==> config.mk <==
export PLATFORM = sky130hd
export DESIGN_NAME = imem_loader
export DESIGN_NICKNAME = d
export VERILOG_FILES = /design/src/rtl/imem_loader.sv
export SDC_FILE = /design/constraint.sdc
export NUM_CORES = 1
export LEC_CHECK = 0
export ABC_AREA = 0
export CORE_MARGIN = 2
export CORE_UTILIZATION = 40
export DETAILED_ROUTE_END_ITERATION = 16
export MAX_ROUTING_LAYER = met4
export PLACE_DENSITY = 0.66
export SYNTH_ARGS = -nofsm -noshare
export SYNTH_HDL_FRONTEND = slang
export SYNTH_SLANG_ARGS = --single-unit
==> constraint.sdc <==
create_clock -name clock -period 2.45 [get_ports clock]
set_input_delay 0.49 -clock clock [delete_from_list [all_inputs] [get_ports clock]]
set_output_delay 0.49 -clock clock [all_outputs]
set_load 0.05 [all_outputs]
==> images/m3.png <==
(4 px per um)
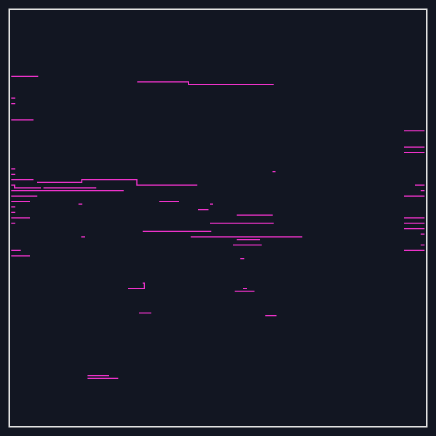
The layer carries 330 um of wire. 41 nets have wire on it.
overall via count from detail_route: 3,480
met3 Usage GRT: 3.70%

==> images/clock_nets.png <==
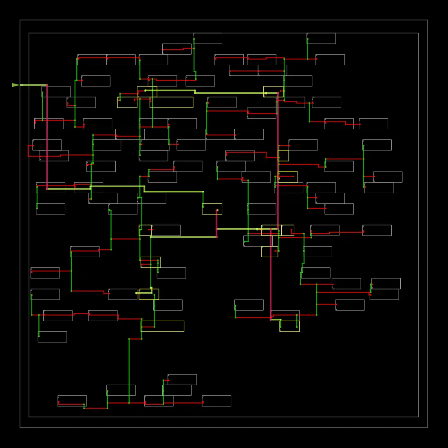
number of sequential cells: 85
sink count of the clock tree: 85
worst skew pair latency: 360 ps
Worst Skew: 9.64 ps

==> images/route_heat.png <==
(4 px per um) The die is cut into 21 by 21 equal tiles; black is low, pale yellow is high, scaled to the fullest tile. Values are wire area over tile area, all layers added.
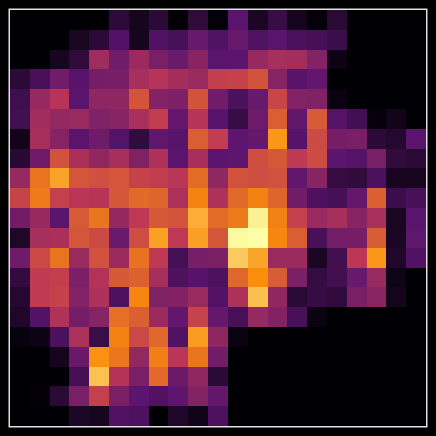
The mean over all tiles is 0.13. 24% of the tiles are nearly empty. The densest ninth of the die: middle. 22% of the tiles are over half the peak. The emptiest ninth of the die: bottom right. The fullest tile reaches 0.46.
routed length per placed instance: 13.6 um
total wirelength of the detailed-routed design: 9200 um
total global routing track utilization: 18.4%

==> CHANGELOG.md <==
## Implementation

- Fraction of area in non-clock buffers: 15.3%
- Post-route antenna net violation count: 0
- Slack of the worst reg-to-reg path: 550 ps
- Hold path cells: 2
- Number of flip-flops in the largest register: 20
- Synth mux share: 4.01%
- Starting utilization of the core area: 41.1%
- Post-CTS Hold Fix Bufs: 0
- Buffer levels on the longest clock path: 2
- Power per unit of standard cell area: 587 mW/mm^2
- Horizontal die dimension: 104 um
- Non-clock buffer count in the final layout: 80
- Combined flip-flop and latch cell area: 0.00170 sq mm
- Net count after synthesis: 502
- Unique masters post-synth: 51
- Post-Syn Instances: 485
- Sequential cell area fraction in the yosys report: 42.6%
- Final hold violation count: 0
- Fraction of registers with async set or reset after synthesis: 0%
- Met3 layer wire length in the routed design: 329 um
- Tmin final: 2150 ps
- Peak Freq: 464 MHz
- Critical Path RT: 1960 ps
- Xor+xnor area frac: 5.48%
- Initial DRC Count: 170
- Final setup viols: 0
- Share of synthesized cell area in and, or, nand and nor gates: 24.0%
- Net count reported at finish: 555
- Setup repair after global routing missed its margin: no
- Number of fill cells in the layout: 973
- Result of the run: complete, no violations
- Post-synth tally of flip-flops with integrated enable: 0
- Ordered cell list for the critical path: o21ai_0 -> clkdlybuf4s50_1
- Top-level port count: 54
- GR met1 Demand/Resource: 23.1%
- Clock network power: 1.12 mW
- Post-route worst hold slack: 459 ps
- Average cell area after synthesis: 8.24 sq um
- Combinational Power: 328 uW
- Part of the power in the clock network: 38.7%
- Total sequential power: 1.44 mW
- Switch share: 26.4%
-- synth_stat cells, drive strengths merged, types with 2 or more instances --
master  instances  share of area (%)
nand2          90                8.5
dfxtp          85                 43
a21oi          55                7.5
nor2           53                5.0
o21ai          22                2.8
buf            21                3.7
xor2           20                4.4
clkbuf         17                1.6
mux2i          16                4.0
nand3          10                1.3
nand4          10                1.6
o211ai          9                1.7
nor3            7                1.2
nor4            7                1.5
a211oi          6                1.1
ha              5                1.6
xnor2           5                1.1
a22oi           4               0.75
and3            4               0.63
or2             4               0.63
a21o            3               0.56
inv             3               0.28
nand3b          3               0.56
nor4b           3               0.81
a221oi          2               0.44
a31oi           2               0.69
nand2b          2               0.31
nor2b           2               0.31
nor3b           2               0.38
or3             2               0.31
Power and IR drop assume default switching activity.
